### config.mk
export PLATFORM = sky130hd
export DESIGN_NAME = serial_adder
export DESIGN_NICKNAME = d
export VERILOG_FILES = /design/src/rtl/adder_pkg.sv /design/src/rtl/fa_cell.sv /design/src/rtl/serial_adder.sv
export SDC_FILE = /design/constraint.sdc
export NUM_CORES = 1
export LEC_CHECK = 0
export CAP_MARGIN = 0
export CORE_MARGIN = 2
export CORE_UTILIZATION = 54
export CTS_BUF_LIST = sky130_fd_sc_hd__clkbuf_8
export CTS_CLUSTER_SIZE = 25
export DETAILED_ROUTE_END_ITERATION = 10
export PLACE_DENSITY_LB_ADDON = 0.3
export SLEW_MARGIN = 20
export SYNTH_ARGS = -nofsm -noshare
export SYNTH_HDL_FRONTEND = slang
export SYNTH_SLANG_ARGS = --single-unit
### constraint.sdc
create_clock -name clk -period 2.7 [get_ports clk]
set_input_delay 0.675 -clock clk [delete_from_list [all_inputs] [get_ports clk]]
set_output_delay 0.675 -clock clk [all_outputs]
set_load 0.05 [all_outputs]
### src/rtl/adder_pkg.sv
// Shared types and elaboration helpers for the serial adder/subtractor.
// Slice count and counter width are derived here so every user sizes them identically.
package adder_pkg;

    typedef enum logic [1:0] {
        IDLE,
        RUN,
        DONE
    } state_e;

    function automatic int slice_count(input int width, input int step);
        return (step > 0) ? (width / step) : 1;
    endfunction

    // Counter never narrower than one bit, even for a single slice.
    function automatic int count_width(input int slices);
        return (slices <= 2) ? 1 : $clog2(slices);
    endfunction

    function automatic bit params_ok(input int width, input int step);
        return (width >= 2) && (step >= 1) && ((width % step) == 0);
    endfunction

endpackage

### src/rtl/fa_cell.sv
// One-bit combinational full adder; chained STEP-deep to form one slice of the serial adder.
module fa_cell (
    input  logic x,
    input  logic y,
    input  logic c_in,
    output logic s,
    output logic c_out
);

    assign s     = x ^ y ^ c_in;
    assign c_out = (x & y) | (c_in & (x ^ y));

endmodule

### src/rtl/serial_adder.sv
// Multi-cycle adder/subtractor: STEP bits per clock through a rippled fa_cell chain,
// with the inter-slice carry held in a flop and a start/busy/done handshake.
module serial_adder
    import adder_pkg::*;
#(
    parameter int WIDTH = 8,
    parameter int STEP  = 1
) (
    input  logic             clk,
    input  logic             rst,
    input  logic             start,
    input  logic             sub,
    input  logic [WIDTH-1:0] a,
    input  logic [WIDTH-1:0] b,
    output logic             busy,
    output logic             done,
    output logic [WIDTH-1:0] s,
    output logic             c_out,
    output logic             ovf
);

    localparam int N  = slice_count(WIDTH, STEP);
    localparam int CW = count_width(N);
    localparam logic [CW-1:0] LAST = CW'(N - 1);

    generate
        if (!params_ok(WIDTH, STEP)) begin : g_bad_params
            $error("serial_adder: WIDTH must be >= 2 and a multiple of STEP");
        end
    endgenerate

    state_e           state_q, state_d;
    logic [WIDTH-1:0] a_q, a_d;
    logic [WIDTH-1:0] b_q, b_d;
    logic [WIDTH-1:0] psum_q, psum_d;
    logic [WIDTH-1:0] s_q, s_d;
    logic [CW-1:0]    cnt_q, cnt_d;
    logic             carry_q, carry_d;
    logic             c_out_q, c_out_d;
    logic             ovf_q, ovf_d;
    logic             busy_q, busy_d;
    logic             done_q, done_d;

    logic [STEP:0]    chain_c;
    logic [STEP-1:0]  slice_sum;

    assign chain_c[0] = carry_q;

    generate
        for (genvar i = 0; i < STEP; i++) begin : g_cell
            fa_cell u_fa (
                .x     (a_q[i]),
                .y     (b_q[i]),
                .c_in  (chain_c[i]),
                .s     (slice_sum[i]),
                .c_out (chain_c[i+1])
            );
        end
    endgenerate

    always_comb begin
        state_d = state_q;
        a_d     = a_q;
        b_d     = b_q;
        psum_d  = psum_q;
        s_d     = s_q;
        cnt_d   = cnt_q;
        carry_d = carry_q;
        c_out_d = c_out_q;
        ovf_d   = ovf_q;

        case (state_q)
            IDLE, DONE: begin
                state_d = IDLE;
                if (start) begin
                    // Subtraction is a + ~b + 1: invert B and preload the carry with 1.
                    a_d     = a;
                    b_d     = b ^ {WIDTH{sub}};
                    carry_d = sub;
                    cnt_d   = '0;
                    psum_d  = '0;
                    state_d = RUN;
                end
            end
            RUN: begin
                a_d     = a_q >> STEP;
                b_d     = b_q >> STEP;
                psum_d  = (psum_q >> STEP) | (WIDTH'(slice_sum) << (WIDTH - STEP));
                carry_d = chain_c[STEP];
                cnt_d   = cnt_q + CW'(1);
                if (cnt_q == LAST) begin
                    s_d     = psum_d;
                    c_out_d = chain_c[STEP];
                    ovf_d   = chain_c[STEP] ^ chain_c[STEP-1];
                    state_d = DONE;
                end
            end
            default: state_d = IDLE;
        endcase

        busy_d = (state_d == RUN);
        done_d = (state_d == DONE);
    end

    always_ff @(posedge clk) begin
        if (rst) begin
            state_q <= IDLE;
            a_q     <= '0;
            b_q     <= '0;
            psum_q  <= '0;
            s_q     <= '0;
            cnt_q   <= '0;
            carry_q <= 1'b0;
            c_out_q <= 1'b0;
            ovf_q   <= 1'b0;
            busy_q  <= 1'b0;
            done_q  <= 1'b0;
        end else begin
            state_q <= state_d;
            a_q     <= a_d;
            b_q     <= b_d;
            psum_q  <= psum_d;
            s_q     <= s_d;
            cnt_q   <= cnt_d;
            carry_q <= carry_d;
            c_out_q <= c_out_d;
            ovf_q   <= ovf_d;
            busy_q  <= busy_d;
            done_q  <= done_d;
        end
    end

    assign busy  = busy_q;
    assign done  = done_q;
    assign s     = s_q;
    assign c_out = c_out_q;
    assign ovf   = ovf_q;

endmodule

**Run 1: metal 1**

(10 px per µm) Supply wires on this layer in gray.
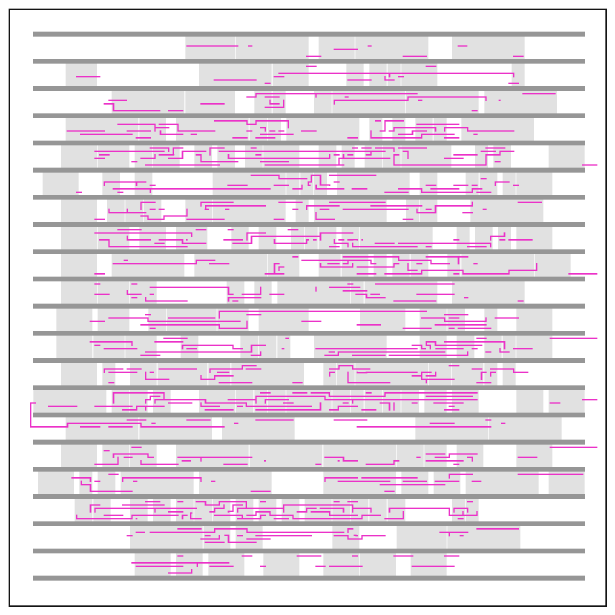
longest straight run: 23.5 µm
wire length on this layer: 1370 µm
main direction: horizontal
share of all routed wire: 43%

**Run 1: track usage over the die**

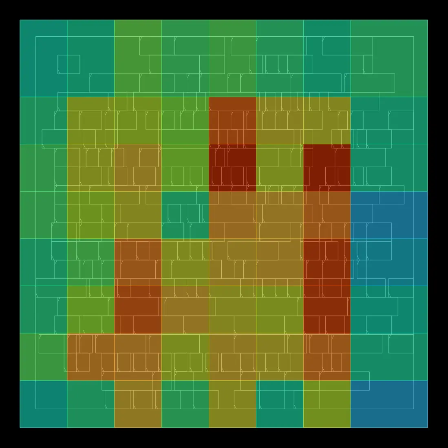
aggregate global-route resource usage: 21.0%
Core Util, Final: 68.4%

==> flow_summary.json, run 1 <==
{
  "status": "finished, final reports clean",
  "arrival_ns": 1.45,
  "rr_worst_depth": 3,
  "top_cell_area_share_pct": 49.3,
  "rsz0062_at_grt": "false",
  "hp-start": "s[4]",
  "drt_wl_total_um": 3220,
  "dpl.hpwl_um": 2160,
  "route.met3.wl_um": 191,
  "warnings": 26,
  "worst_slew_pin_slew_ns": 1.06,
  "gp_congestion": 0.704,
  "via_per_inst": 5.66,
  "fin_hold_ws_ns": 0.453,
  "critPathSlowestCell": "clkdlybuf4s50_1",
  "min_delay_worst_endpoint": "s[4]",
  "wl_per_cell_um": 12.8,
  "clk_latency_ns": 0.29,
  "diodes": 0,
  "met2_length_um": 1600,
  "highest_layer": "met4",
  "powerDensity_nw_per_um2": 591,
  "clk_pin_slew_ns": 0.07,
  "nFillCells": 262,
  "rr_startpoint": "state_q[1]",
  "max_stage_delay_ns": 0.81,
  "nets": 240,
  "postSynthCellCount": 193,
  "synthesis.nets": 216,
  "syn_area_um2": 1670,
  "std_cell_rows": 20,
  "crit_start": "s[7]",
  "design.core.area_um2": 3000,
  "cts-root-buf": "clkbuf_8",
  "synth-area-yosys_um2": 1670,
  "logic_area_um2": 746,
  "ff_type": "dfxtp_1",
  "io_pins": 32,
  "first_pass_iters": 4,
  "grt_pass1_wl_um": 5520,
  "ant_nets": 0,
  "antenna_found_initial": 0,
  "initial_core_util_pct": 55.5
}
**Run 1: the metal 3 layer**

(6 px per µm)
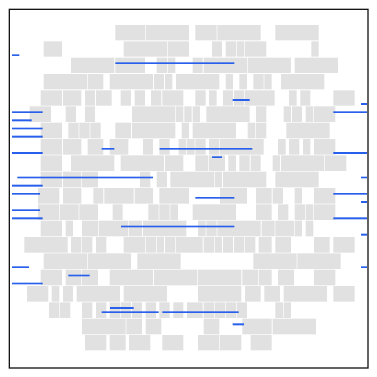
nets with wire on the layer: 28
share of all routed wire: 5.9%
wire length on this layer: 191 µm
longest straight run: 22.3 µm

-- run 1: metal layers --
| metal | global-route usage, % | vias to the layer above |
|---|---|---|
| met3 | 6.77 | 7 |
| met4 | 11.4 | 0 |
| li1 | - | 711 |
| met2 | 36.6 | 43 |
| met1 | 22.1 | 659 |
| met5 | 0 | - |
-- run 1: through the flow --
step	cells	setup WS, ns	utilization, %
floorplan	193	1.26	-
global placement	243	0.767	65.0
detailed placement	243	0.715	65.0
CTS	251	0.567	68.4
global route	251	0.534	68.4
finish	251	0.578	68.4
-- run 1: power by group --
| group | internal, mW | switching (mW) |
|---|---|---|
| clock network | 0.231 | 0.196 |
| registers | 0.629 | 0.0139 |
| logic | 0.0644 | 0.0790 |
-- run 1: logic make-up after synthesis --
logic type | after synthesis | share of synthesized area (%)
flops | 41 | 49.3
fa+ha+maj | 3 | 2.70
compound gates | 53 | 18.7
xor+xnor | 9 | 4.73
simple gates | 67 | 18.6
buf+inv | 20 | 5.94
-- run 1: flip-flops by register name, indices dropped and copies added, names as in the netlist --
signal   flops
c_out        1
busy         1
b_q          8
ovf          1
state_q      2
done         1
cnt_q        3
carry_q      1
s            8
a_q          8
psum_q       7
-- run 1: layout make-up --
class                      instances  area share (%)
sequential                        41            40.0
multi-input combinational        132            36.3
timing repair buffer              34            16.2
clock buffer                       7            4.69
tap                               33            2.01
inverter                           3           0.548
clock inverter                     1           0.244
-- run 1: worst max-delay path by stage --
stage | slack (ns) | depth (start not counted) | endpoint
2_1_floorplan | 1.26 | 5 | b_q[0]
3_3_place_gp | 0.77 | 4 | b_q[0]
3_5_place_dp | 0.71 | 4 | b_q[5]
4_1_cts | 0.57 | 1 | s[7]
5_1_grt | 0.53 | 1 | s[7]
6_report | 0.58 | 1 | s[7]
==> inputs of run 2 (changes only) <==
--- a/config.mk
+++ b/config.mk
@@ -7,7 +7,7 @@
 export LEC_CHECK = 0
 export CAP_MARGIN = 0
 export CORE_MARGIN = 2
-export CORE_UTILIZATION = 54
+export CORE_UTILIZATION = 48
 export CTS_BUF_LIST = sky130_fd_sc_hd__clkbuf_8
 export CTS_CLUSTER_SIZE = 25
 export DETAILED_ROUTE_END_ITERATION = 10
==> constraint.sdc (replaced) <==
create_clock -name clk -period 1.9 [get_ports clk]
set_input_delay 0.475 -clock clk [delete_from_list [all_inputs] [get_ports clk]]
set_output_delay 0.475 -clock clk [all_outputs]
set_load 0.05 [all_outputs]
==> run 2 against run 1 <==
Worst setup slack got worse by 0.16 ns. Wire length increased by 3.2%. Sequential power increased by 42%. Clock skew increased by 0.0016 ns. Cell area increased by 0.91%. First-iteration DRC count increased by 36%. Synthesized cell count unchanged. Global-route usage decreased by 2.1 points. Non-clock buffer count increased by 3. Clock-buffer cell count decreased by 1.
==> flow_summary.json, run 2 <==
{
  "status": "finished, final reports clean",
  "highest_layer": "met4",
  "rsz0062_at_grt": "false",
  "hp-start": "s[4]",
  "critPathSlowestCell": "clkdlybuf4s50_1",
  "comb-power_uw": 222,
  "seq-power_uw": 913,
  "grt_use_met3_pct": 5.05,
  "io_pins": 32,
  "logic_area_um2": 746,
  "max_stage_delay_ns": 0.65,
  "warnings": 26,
  "clk_pin_slew_ns": 0.07,
  "worst_slew_pin_slew_ns": 0.554,
  "design.core.area_um2": 3340,
  "postSynthCellCount": 193,
  "power.share.switching_pct": 24.1,
  "syn_area_um2": 1670,
  "top_cell_area_share_pct": 49.3,
  "diodes": 0,
  "setup_ws_ns": 0.422,
  "powerClk_uw": 552,
  "top_power_group": "registers",
  "initial_core_util_pct": 49.9,
  "nFillCells": 310,
  "route.met3.wl_um": 156,
  "cts-root-buf": "clkbuf_8",
  "met2_length_um": 1760,
  "synth-area-yosys_um2": 1670,
  "ff_type": "dfxtp_1",
  "internal_power_mw": 1.28,
  "gr-usage-met2_pct": 34.6,
  "synthesis.nets": 216,
  "switchingPower_uw": 406,
  "fin_hold_ws_ns": 0.458,
  "fin_util_pct": 62.1,
  "first_pass_iters": 4,
  "combPwrFrac_pct": 13.2,
  "dpl.hpwl_um": 2240,
  "ant_nets": 0,
  "clk_latency_ns": 0.29,
  "pre_cts_slack_ns": 0.112
}
==> run 2: cells by family after synthesis <==
| kind of cell | Yosys count | synth area share, % |
|---|---|---|
| xor gates and xnor gates | 9 | 4.73 |
| adders and majority gates | 3 | 2.70 |
| DFF | 41 | 49.3 |
| AOI/OAI and AO/OA | 53 | 18.7 |
| buffers and inverters | 20 | 5.94 |
| and+or+nand+nor | 67 | 18.6 |
==> run 2: layout make-up <==
| class | count | share of cell area, % |
|---|---|---|
| sequential | 41 | 39.6 |
| multi-input combinational | 132 | 36.0 |
| inverter | 3 | 0.543 |
| tap | 46 | 2.78 |
| timing repair buffer | 37 | 16.9 |
| clock buffer | 6 | 3.99 |
| clock inverter | 1 | 0.181 |
==> run 2: worst max path at each step <==
stage | slack [ns] | cells after the start | endpoint | startpoint
2_1_floorplan | 0.58 | 5 | c_out | cnt_q[0]
3_3_place_gp | 0.18 | 4 | b_q[6] | sub
3_5_place_dp | 0.11 | 4 | b_q[1] | sub
4_1_cts | 0.41 | 5 | s[7] | cnt_q[0]
5_1_grt | 0.25 | 5 | c_out | cnt_q[0]
6_report | 0.42 | 4 | b_q[1] | sub
==> run 2: through the flow <==
stage / instance area (µm²) / total power, mW / std cells
floorplan: 1670 / 1.07 / 193
global placement: 1990 / 1.14 / 259
detailed placement: 1990 / 1.16 / 259
CTS: 2070 / 1.70 / 266
global route: 2070 / 1.77 / 266
finish: 2070 / 1.69 / 266
==> run 2: worst max-delay path, delay by kind of cell <==
kind / cells / cell delay, ns
buffers and inverters: 1 / 0.65
AOI/OAI and AO/OA: 2 / 0.27
xor gates and xnor gates: 1 / 0.27
**Run 2: track usage over the die**

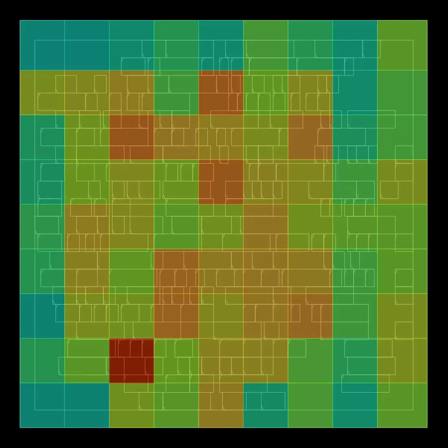
met1 usage: 20.2%
aggregate global-route resource usage: 18.9%

Power figures rest on the tool's default switching activity, not on a simulated workload.
